## src/rtl/xdisp_scan_ctrl_pkg.sv

```systemverilog
// xdisp_scan_ctrl_pkg: shared segment codes, message/state encodings and data word field offsets.
package xdisp_scan_ctrl_pkg;
  typedef enum logic [1:0] {IDLE, CONV, LOAD} state_t;
  typedef enum logic [1:0] {MSG_NUM, MSG_OP, MSG_VAL, MSG_ERR} msg_t;
  localparam int OFF_SGN = 0;
  localparam int OFF_MSG = 1;
  localparam int OFF_DOT = 3;
  localparam int OFF_BLINK = 6;
  localparam int DOT_W = 3;
  localparam logic [7:0] SEG_MINUS = 8'hBF;
  localparam logic [7:0] SEG_BLANK = 8'hFF;
  localparam logic [7:0] SEG_O = 8'hC0;
  localparam logic [7:0] SEG_P = 8'h8C;
  localparam logic [7:0] SEG_V = 8'hC1;
  localparam logic [7:0] SEG_A = 8'h88;
  localparam logic [7:0] SEG_L = 8'hC7;
  localparam logic [7:0] SEG_E = 8'h86;
  localparam logic [7:0] SEG_R = 8'hAF;
  localparam logic [79:0] SEG_DIG = {8'h90, 8'h80, 8'hF8, 8'h82, 8'h92, 8'h99, 8'hB0, 8'hA4, 8'hF9, 8'hC0};
  function automatic logic [7:0] seg_digit(input logic [3:0] d);
    return d < 4'd10 ? SEG_DIG[8*d +: 8] : SEG_BLANK;
  endfunction
endpackage

```

## src/rtl/xdisp_scan_ctrl_xbin2bcd.sv

```systemverilog
// xbin2bcd: iterative double-dabble, start loads the value, done marks the cycle of the final shift.
module xbin2bcd #(
  parameter int BIN_W = 8,
  parameter int N_BCD = 3
) (
  input  logic               clk,
  input  logic               rst,
  input  logic               start,
  input  logic [BIN_W-1:0]   bin,
  output logic               done,
  output logic [4*N_BCD-1:0] bcd
);
  localparam int BW = 4*N_BCD;
  localparam int CW = $clog2(BIN_W+1);
  logic [BW+BIN_W-1:0] sr, sr_nx;
  logic [CW-1:0] cnt;
  always_comb begin
    sr_nx = sr;
    for (int i = 0; i < N_BCD; i++)
      if (sr_nx[BIN_W+4*i +: 4] >= 4'd5) sr_nx[BIN_W+4*i +: 4] = sr_nx[BIN_W+4*i +: 4] + 4'd3;
    sr_nx = sr_nx << 1;
  end
  always_ff @(posedge clk or posedge rst)
    if (rst) begin
      sr <= '0;
      cnt <= '0;
    end else if (start) begin
      sr <= {{BW{1'b0}}, bin};
      cnt <= CW'(BIN_W);
    end else if (cnt != '0) begin
      sr <= sr_nx;
      cnt <= cnt - CW'(1);
    end
  assign done = cnt == CW'(1);
  assign bcd = sr[BIN_W +: BW];
endmodule

```

## src/rtl/xdisp_scan_ctrl.sv

```systemverilog
// xdisp_scan_ctrl: memory-mapped N-digit 7-segment controller with buffered updates and scan mux.
// Optional blink gating when XDISP_BLINK_EN is defined.
module xdisp_scan_ctrl
  import xdisp_scan_ctrl_pkg::*;
#(
  parameter int N_DIGITS = 4,
  parameter int BIN_W = 8,
  parameter int SCAN_DIV = 50000,
  parameter int DATA_W = 32
) (
  input  logic                clk,
  input  logic                rst,
  input  logic                sel,
  input  logic                we,
  input  logic [DATA_W-1:0]   data_in,
  output logic                busy,
  output logic [N_DIGITS-1:0] disp_sel,
  output logic [7:0]          disp_value
);
  localparam int NB = N_DIGITS-1;
  localparam int IW = $clog2(N_DIGITS);
  localparam int CW = SCAN_DIV > 1 ? $clog2(SCAN_DIV) : 1;
  state_t st, st_nx;
  msg_t src_msg, msg_r;
  logic wr, go, start, done, pv, sgn_r, seen, wrap, blank_now, unused_src;
  logic [DATA_W-1:0] pend, src;
  logic [DOT_W-1:0] dot_r;
  logic [4*NB-1:0] bcd;
  logic [4*N_DIGITS-1:0] bcdx;
  logic [N_DIGITS-1:0] shown, minus;
  logic [7:0] dig [N_DIGITS];
  logic [7:0] pat [N_DIGITS];
  logic [CW-1:0] cnt;
  logic [IW-1:0] idx;
  assign wr = sel & we;
  assign src = wr ? data_in : pend;
  assign src_msg = msg_t'(src[BIN_W+OFF_MSG +: 2]);
  assign go = (st != CONV) & (wr | pv);
  assign start = go & (src_msg == MSG_NUM);
  assign busy = st != IDLE;
  assign unused_src = ^src;
  always_comb st_nx = go ? (start ? CONV : LOAD) : (st == CONV) ? (done ? LOAD : CONV) : IDLE;
  // A write arriving in LOAD is newer than anything pending, so it is taken directly.
  always_ff @(posedge clk or posedge rst)
    if (rst) begin
      st <= IDLE;
      pv <= 1'b0;
      pend <= '0;
      msg_r <= MSG_NUM;
      sgn_r <= 1'b0;
      dot_r <= '0;
    end else begin
      st <= st_nx;
      if (go) pv <= 1'b0;
      else if (wr) begin
        pv <= 1'b1;
        pend <= data_in;
      end
      if (go) begin
        msg_r <= src_msg;
        sgn_r <= src[BIN_W+OFF_SGN];
        dot_r <= src[BIN_W+OFF_DOT +: DOT_W];
      end
    end
  xbin2bcd #(.BIN_W(BIN_W), .N_BCD(NB)) u_bcd (
    .clk(clk), .rst(rst), .start(start), .bin(src[BIN_W-1:0]), .done(done), .bcd(bcd)
  );
  assign bcdx = {4'd0, bcd};
  assign minus = {shown[N_DIGITS-2:0], 1'b0} & ~shown & {N_DIGITS{sgn_r}};
  always_comb begin
    seen = 1'b0;
    shown = '0;
    for (int i = NB-1; i >= 0; i--) begin
      seen = seen | (bcdx[4*i +: 4] != 4'd0) | (i == 0);
      shown[i] = seen;
    end
    for (int i = 0; i < N_DIGITS; i++) begin
      if (msg_r == MSG_NUM)
        pat[i] = shown[i] ? seg_digit(bcdx[4*i +: 4]) : minus[i] ? SEG_MINUS : SEG_BLANK;
      else
        pat[i] = i == 0 ? (msg_r == MSG_OP ? SEG_P : msg_r == MSG_VAL ? SEG_L : SEG_R) :
                 i == 1 ? (msg_r == MSG_OP ? SEG_O : msg_r == MSG_VAL ? SEG_A : SEG_R) :
                 i == 2 ? (msg_r == MSG_OP ? SEG_BLANK : msg_r == MSG_VAL ? SEG_V : SEG_E) : SEG_BLANK;
      if (int'(dot_r) == i+1) pat[i][7] = 1'b0;
    end
  end
  assign wrap = cnt == CW'(SCAN_DIV-1);
  always_ff @(posedge clk or posedge rst)
    if (rst) begin
      dig <= '{default: SEG_BLANK};
      cnt <= '0;
      idx <= '0;
      disp_sel <= '1;
      disp_value <= SEG_BLANK;
    end else begin
      if (st == LOAD) dig <= pat;
      cnt <= wrap ? '0 : cnt + CW'(1);
      if (wrap) idx <= idx == IW'(N_DIGITS-1) ? '0 : idx + IW'(1);
      disp_sel <= blank_now ? '1 : ~(N_DIGITS'(1) << idx);
      disp_value <= dig[idx];
    end
`ifdef XDISP_BLINK_EN
  logic [23:0] bctr;
  logic blink_r, blink_q;
  always_ff @(posedge clk or posedge rst)
    if (rst) begin
      bctr <= '0;
      blink_r <= 1'b0;
      blink_q <= 1'b0;
    end else begin
      bctr <= bctr + 24'd1;
      if (go) blink_r <= src[BIN_W+OFF_BLINK];
      if (st == LOAD) blink_q <= blink_r;
    end
  assign blank_now = blink_q & bctr[23];
`else
  assign blank_now = 1'b0;
`endif
endmodule
```

## config.mk

```make
export PLATFORM = sky130hd
export DESIGN_NAME = xdisp_scan_ctrl
export DESIGN_NICKNAME = d
export VERILOG_FILES = /design/src/rtl/xdisp_scan_ctrl_pkg.sv /design/src/rtl/xdisp_scan_ctrl_xbin2bcd.sv /design/src/rtl/xdisp_scan_ctrl.sv
export SDC_FILE = /design/constraint.sdc
export NUM_CORES = 1
export LEC_CHECK = 0
export CAP_MARGIN = 40
export CELL_PAD_IN_SITES_DETAIL_PLACEMENT = 0
export CELL_PAD_IN_SITES_GLOBAL_PLACEMENT = 1
export CORE_MARGIN = 3
export CORE_UTILIZATION = 49
export DETAILED_ROUTE_END_ITERATION = 8
export GPL_TIMING_DRIVEN = 1
export PLACE_DENSITY_LB_ADDON = 0.1
export SYNTH_ARGS = -nofsm -noshare
export SYNTH_HDL_FRONTEND = slang
export SYNTH_SLANG_ARGS = --single-unit
```

## constraint.sdc

```tcl
create_clock -name clk -period 6.5 [get_ports clk]
set_clock_uncertainty 0.05 [all_clocks]
set_input_delay 0.975 -clock clk [delete_from_list [all_inputs] [get_ports clk]]
set_output_delay 0.975 -clock clk [all_outputs]
set_load 0.005 [all_outputs]
```

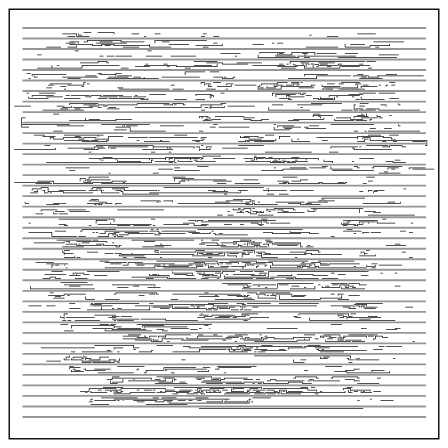
Fig. 1. Metal 1 (run 1).
Supply wires on this layer in grey.
longest straight run: 42.3 µm
share of all routed wire: 50%
final wirelength: 10.7 mm
Global Route met1 Usage: 0.275

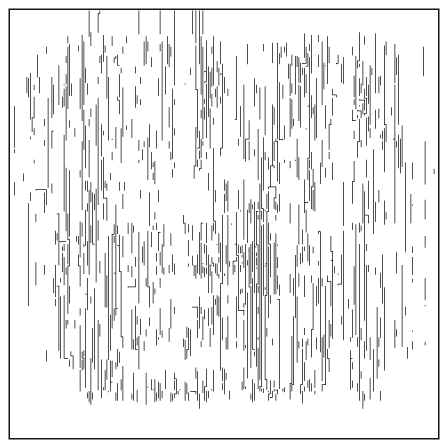
Fig. 2. The metal 2 layer (run 1).
share of all routed wire: 45%
main direction: vertical
longest straight run: 50.7 µm
wire length on this layer: 4810 µm
met2 GRT Util: 0.275
Vias: 3747

==> flow_summary.toml, run 1 <==
# implementation run metrics
[outcome]
status = "complete, no violations"

[final_timing]
hold_slack_ns = 0.412
final.period_utilization = 0.447
setup_viol = 0
tns_ns = 0
rsz0062_at_grt = "no"
postLayoutSetupSlackWorst_ns = 3.59
fin_crit_ns = 2.91
worst_slew_pin_slew_ns = 0.936
maxSlewViolCount = 0
clock.fmax_mhz = 344
hold_violations = 0
relSlewSlack = 0.376

[placement]
dp_cells = 670
dp.final_hpwl_mm = 7.73
io_buffers = 30
gp_congestion = 0.851
place_ws_ns = 3.16

[floorplan]
die-area_um2 = 12300
die_h_um = 111
core-area_um2 = 10500
rows = 37
fp_util = 0.511
boundaryPins = 49
dieWidth_um = 111

[logic_synthesis]
ys_sh_simple = 0.154
ys.flop_type = "dfrtp_1"
yosys_cells = 523
logic_family = "simple AND/OR/NAND/NOR gates"
xor_area_frac = 0.0310
synth-warning-count = 0
area_leaders = "dfrtp_1 (30%), dfstp_2 (19%), mux2i_1 (6.3%)"
ys_area_um2 = 5370
synth_flops = 103
yosys.area.top_type = "dfrtp_1"
synth_seq_share = 0.488
synth_area_per_cell_um2 = 10.3
adder_share = 0.0629
async_reset_ff_frac = 1.00
floorplan.nets = 586
yosys.area_share.aoi = 0.128
synth_cell_types = 56
synthCells = 523
syn_area_um2 = 5370
mux_share = 0.0990
yosysTopAreaCellShare = 0.303
edf_count = 0

[setup_path]
critical_path_peak_fanout = 14
cp.arrival_ns = 3.16
cpPeakStageDelay_ns = 0.51
critical_path.top_delay_family = "simple AND/OR/NAND/NOR gates"
required_ns = 6.75
end_kind = "register"
cp_num_buf_inv = 2
path_cells = "clkdlybuf4s50_1, and2_1, a21oi_1, nor2_2, buf_8, mux2i_1"
worst_setup_path_start_kind = "input port"
path_class = "input port to register"
reg2reg_slack_ns = 4.12
cpMaxStageDelayCell = "clkdlybuf4s50_1"

[power_and_ir_drop]
vdd_drop_max_mv = 0.244
p_sw_uw = 963
seq_power_share = 0.446
switching_share = 0.375
power.leakage_nw = 2.52
pwr-share-clk = 0.158
p_int_mw = 1.61
power-per-cell-area_nw_per_um2 = 428
pwr-share-comb = 0.396

[clock_tree]
ctsHoldBuffers = 0
cts_tree = "built"
cts_max_level = 3
root_buffer = "clkbuf_8"
clk_latency_ns = 0.38
cts_num_sinks = 103
cts_setup_buffers = 0
numCtsBuffers = 9
clk_pin_slew_ns = 0.09
clock_path_buffers = 2
ctsResizeCount = 0

[finish]
drive_above_1_share = 0.153
fillers = 946
n_antenna_cell = 0
nets = 608
layout_top_cell = "dfrtp_1"
area_growth_pct = 11.7
final_layout_top_logic_cells = "dfrtp_1 (65), nor2_1 (51), nand2_1 (47), a21oi_1 (38), dfstp_2 (38)"
layout.cells.non_filler = 686

[global_route]
grt_max_degree = 53
track_usage = 0.185
antenna_found_initial = 0
grt_first_pass_wirelength_mm = 18.6
grt_pass1_vias = 3604
grt_overflow = 0

[drt]
drtIter0Drc = 238
drc = 0
drt-vias-per-instance = 5.46
firstDrtPassIters = 5
avgRoutedWirePerCell_um = 15.7
drtAntennaViolNets = 0

[run]
maxCapViolCount = 0
log.warning_count = 64

[worst_hold_path]
min_path_type = "register to register"
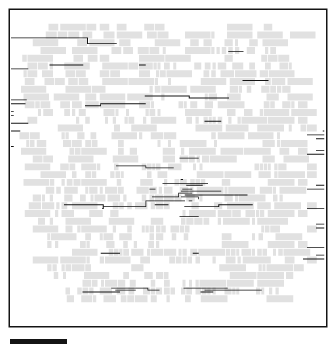
Fig. 3. The metal 3 layer (run 1).
The bar under the picture is 20 µm long.
share of all routed wire: 4.5%
nets with wire on the layer: 45
M3 GR Usage: 0.0464

[run 1: metal layers]
| metal | GRT usage | vias up | wire [µm] |
|---|---|---|---|
| li1 | - | 1875 | - |
| met1 | 0.275 | 1784 | 5400 |
| met2 | 0.275 | 80 | 4800 |
| met3 | 0.0464 | 8 | 478 |
| met4 | 0.0411 | 0 | 66 |
| met5 | 0 | - | 0 |
[run 1: tightest hold or removal path, cell delays in order, from the launching register on]
cell and delay (ns):
dfstp_2 0.38, nand2_1 0.05, nand2_1 0.04
[run 1: flip-flops by register name, summed over array words and instances (netlist names)]
| name | cells |
|---|---|
| dig | 26 |
| u_bcd.sr | 20 |
| cnt | 16 |
| pend | 14 |
| disp_value | 8 |
| disp_sel | 4 |
| u_bcd.cnt | 4 |
| dot_r | 3 |
| idx | 2 |
| msg_r | 2 |
| st | 2 |
| pv | 1 |
| sgn_r | 1 |
[run 1: per-stage QoR]
step / utilization / area (µm²) / power, mW
after floorplan: - / 5370 / 1.87
after global placement: 0.548 / 5760 / 2.14
after detailed placement: 0.552 / 5800 / 2.17
after CTS: 0.571 / 6000 / 2.59
after global routing: 0.571 / 6000 / 2.78
final: 0.571 / 6000 / 2.57
[run 1: synth_stat cells (2+ instances only)]
cell type,n
dfrtp_1,65
nor2_1,51
nand2_1,47
a21oi_1,38
dfstp_2,38
mux2i_1,34
ha_1,27
inv_1,21
o21ai_0,17
nand3_1,15
clkbuf_1,14
mux2_2,13
a31oi_1,12
nand2b_1,12
xnor2_1,12
o22ai_1,10
xor2_1,7
nor2b_1,6
a21o_1,5
buf_2,5
nor3_1,5
and4_1,4
nand4_1,4
o211ai_1,4
a211o_1,3
a211oi_1,3
and3_1,3
buf_1,3
nor3b_1,3
o21ai_1,3
o22a_1,3
or2_2,3
a32oi_1,2
and2_1,2
clkinv_1,2
mux4_2,2
o21a_1,2
o21ai_2,2
o311ai_0,2
o31ai_1,2
or4_1,2
[run 1: worst paths after layout]
| path | end | startpoint | cells past startpoint |
|---|---|---|---|
| max | u_bcd.sr[0]$_DFFE_PP0P_ | we | 6 |
| min | dig[12]$_DFFE_PP1N_ | dig[12]$_DFFE_PP1N_ | 2 |
| max reg2reg | dig[16]$_DFFE_PP1N_ | msg_r[0]$_DFFE_PP0P_ | 6 |
| min reg2reg | dig[12]$_DFFE_PP1N_ | dig[12]$_DFFE_PP1N_ | 2 |
| max in group asynchronous | dig[31]$_DFFE_PP1N_ | rst | 4 |
| min in group asynchronous | idx[0]$_DFFE_PP0N_ | rst | 2 |
[run 1: cell type report]
type	instances	area (µm²)	area share
Multi-Input combinational cell	373	2550	0.426
Inverter	23	88.8	0.0148
Tap cell	136	170	0.0284
Clock inverter	5	56.3	0.00938
Clock buffer	11	141	0.0236
Timing Repair Buffer	35	365	0.0609
Sequential cell	103	2630	0.437
[run 1: power groups by stage]
stage	Combinational, mW	Clock, mW	Sequential, mW
floorplan	0.800	0	1.07
global placement	0.992	0	1.15
detailed placement	1.01	0	1.16
CTS	1.02	0.421	1.15
global route	1.14	0.450	1.19
finish	1.02	0.407	1.15
==> run 2: changes to the inputs <==
CORE_UTILIZATION = 41   (was 49)
clock period = 2.4 ns   (was 6.5 ns; I/O delays follow)
==> run 2 against run 1 <==
First-iteration DRC count fell by 18%; global-route usage fell by 1.5 points; synthesized area did not move; clock power rose to 3.6 times the previous value; cell area rose by 3.8%; non-clock buffer count rose by 9; combinational power rose to 2.8 times the previous value; critical path depth did not move; total power rose to 2.9 times the previous value; register-to-register slack got worse by 3.7 ns; largest cell class unchanged; sequential power rose to 2.7 times the previous value; sequential share of layout area fell by 1.6 points.
==> flow_summary.toml, run 2 <==
# implementation run metrics
[finish]
drive_above_1_share = 0.168
layout.cells.non_filler = 731
regArea_um2 = 2630
final_cell_area_um2 = 6230
largest_register = "dig"
n_antenna_cell = 0
final_core_util = 0.489
reg_top3 = "dig (26), u_bcd.sr (20), cnt (16)"
nets = 617
layout_top_cell = "dfrtp_1"
fillers = 1252
logic_area_um2 = 2550

[clock_tree]
cts_tree = "built"
ctsHoldBuffers = 0
cts_setup_buffers = 0
clock_path_buffers = 2
cts_max_level = 3
clk_pin_slew_ns = 0.07
clk_latency_ns = 0.35

[logic_synthesis]
floorplan.nets = 586
edf_count = 0
yosys_cells = 523
synth_seq_share = 0.488
ys_area_um2 = 5370
yosys.area.top_type = "dfrtp_1"
async_reset_ff_frac = 1.00
synth-warning-count = 0
yosysTopAreaCellShare = 0.303
syn_area_um2 = 5370
most_common_cell = "dfrtp_1"
synthCells = 523
yosys-top-cells-count = "dfrtp_1 (65), nor2_1 (51), nand2_1 (47)"
synth_cell_types = 56
synth_area_per_cell_um2 = 10.3
synth_flops = 103
ys.flop_type = "dfrtp_1"

[final_timing]
tns_ns = 0
final.period_utilization = 0.816
maxSlewViolCount = 0
rsz0062_at_grt = "no"
setup_viol = 0
clock.fmax_mhz = 511
relSlewSlack = 0.607
fin_crit_ns = 1.96
hold_violations = 0

[power_and_ir_drop]
vdd_drop_max_mv = 0.608
power.leakage_nw = 2.61
total_power_mw = 7.40
power-per-cell-area_nw_per_um2 = 1190

[global_route]
grt_overflow = 0
grt_max_degree = 27
antenna_found_initial = 0
grt_first_pass_wirelength_mm = 19.6
grt_pass1_vias = 3842
track_usage = 0.170

[placement]
dp_cells = 715
gp_congestion = 0.864
io_buffers = 30
dp.final_hpwl_mm = 8.35

[setup_path]
reg2reg_to = "dig[13]$_DFFE_PP1N_"
path_cells = "inv_1, ha_1, or3b_2, a21oi_1, a211o_1, o22a_1"
critical_path_peak_fanout = 7
cpMaxStageDelayCell = "or3b_2"
worst_setup_path_start_kind = "register"
cpPeakStageDelay_ns = 0.51
reg2reg_depth = 6
path_class = "register to register"
required_ns = 2.64
reg2reg_slack_ns = 0.44
rr_startpoint = "u_bcd.sr[17]$_DFFE_PP0P_"
end_kind = "register"

[floorplan]
dieWidth_um = 120
boundaryPins = 49
die_h_um = 120
fp_util = 0.422
core-area_um2 = 12700
die-area_um2 = 14500
rows = 41

[drt]
drc = 0
drtAntennaViolNets = 0
firstDrtPassIters = 4
drt-vias-per-instance = 5.21

[outcome]
status = "complete, no violations"

[run]
log.warning_count = 64
maxCapViolCount = 0

[worst_hold_path]
min_from = "dig[28]$_DFFE_PP1N_"
hold_end = "dig[28]$_DFFE_PP1N_"
min_path_type = "register to register"
[run 2: cell counts after synthesis]
Identical to the previous run, type by type.
[run 2: logic make-up after synthesis]
| kind of cell | after synthesis | synth area share |
|---|---|---|
| AOI/OAI and AO/OA | 112 | 0.128 |
| xor gates and xnor gates | 19 | 0.0310 |
| adders and majority gates | 27 | 0.0629 |
| buffers and inverters | 47 | 0.0361 |
| DFF | 103 | 0.488 |
| muxes | 49 | 0.0990 |
| and+or+nand+nor | 166 | 0.154 |
[run 2: layer usage]
layer / track usage / part of all wire / vias to the layer above
li1: - / - / 1898
met1: 0.237 / 0.49 / 1832
met2: 0.263 / 0.45 / 64
met3: 0.0341 / 0.036 / 12
met4: 0.0602 / 0.018 / 0
met5: 0 / 0 / -
[run 2: worst max-delay path by stage]
stage | from | to | slack (ns) | cells after the start
CTS | cnt[0]$_DFF_PP0_ | idx[0]$_DFFE_PP0N_ | 0.41 | 6
floorplan | u_bcd.sr[16]$_DFFE_PP0P_ | dig[11]$_DFFE_PP1N_ | 0.67 | 6
global route | u_bcd.sr[17]$_DFFE_PP0P_ | dig[21]$_DFFE_PP1N_ | 0.25 | 6
global placement | sel | u_bcd.sr[17]$_DFFE_PP0P_ | 0.30 | 6
detailed placement | sel | u_bcd.sr[18]$_DFFE_PP0P_ | 0.26 | 6
finish | u_bcd.sr[17]$_DFFE_PP0P_ | dig[13]$_DFFE_PP1N_ | 0.44 | 6
[run 2: final cells by class]
cell class,count,area share
Tap cell,172,0.0346
Inverter,23,0.0145
Clock inverter,5,0.00904
Timing Repair Buffer,44,0.0711
Clock buffer,11,0.0390
Multi-Input combinational cell,373,0.410
Sequential cell,103,0.422
[run 2: stage by stage]
stage          setup WS, ns  hold WS, ns
4_1_cts               0.413        0.409
3_5_place_dp          0.259        0.399
2_1_floorplan         0.674        0.389
6_report              0.442        0.410
3_3_place_gp          0.301        0.398
5_1_grt               0.255        0.427
[run 2: where the power goes]
group	internal, mW	switching [mW]	leakage, nW
logic	1.33	1.49	1.25
clock network	0.838	0.638	0.146
registers	2.55	0.567	1.21
[run 2: critical path: cells and delay by family, from the launching register on]
kind	cells	cell delay [ns]
and+or+nand+nor	1	0.51
adders and majority gates	1	0.21
buffers and inverters	1	0.15
AOI/OAI and AO/OA	3	0.52
DFF	1	0.46
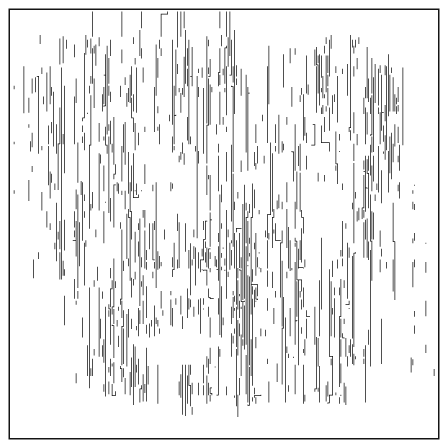
Fig. 4. The metal 2 layer (run 2).
share of all routed wire: 45%
main direction: vertical
wire length on this layer: 5170 µm
met2 GRT Util: 0.263
Vias: 3806
final wirelength: 11.4 mm

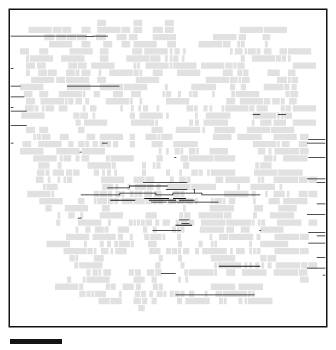
Fig. 5. The metal 3 layer (run 2).
The bar under the picture is 20 µm long.
wire length on this layer: 409 µm
share of all routed wire: 3.6%
longest straight run: 29.9 µm
nets with wire on the layer: 38
M3 GR Usage: 0.0341

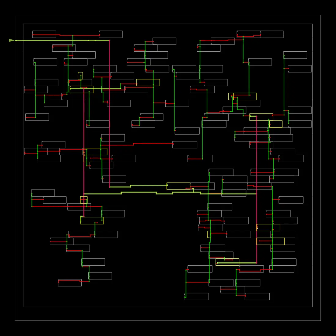
Fig. 6. Clock nets (run 2).
# clock sinks: 103
Num CTS Buffers: 9
clock network power: 1.48 mW
clock buffers: 11

Power and IR drop assume default switching activity.
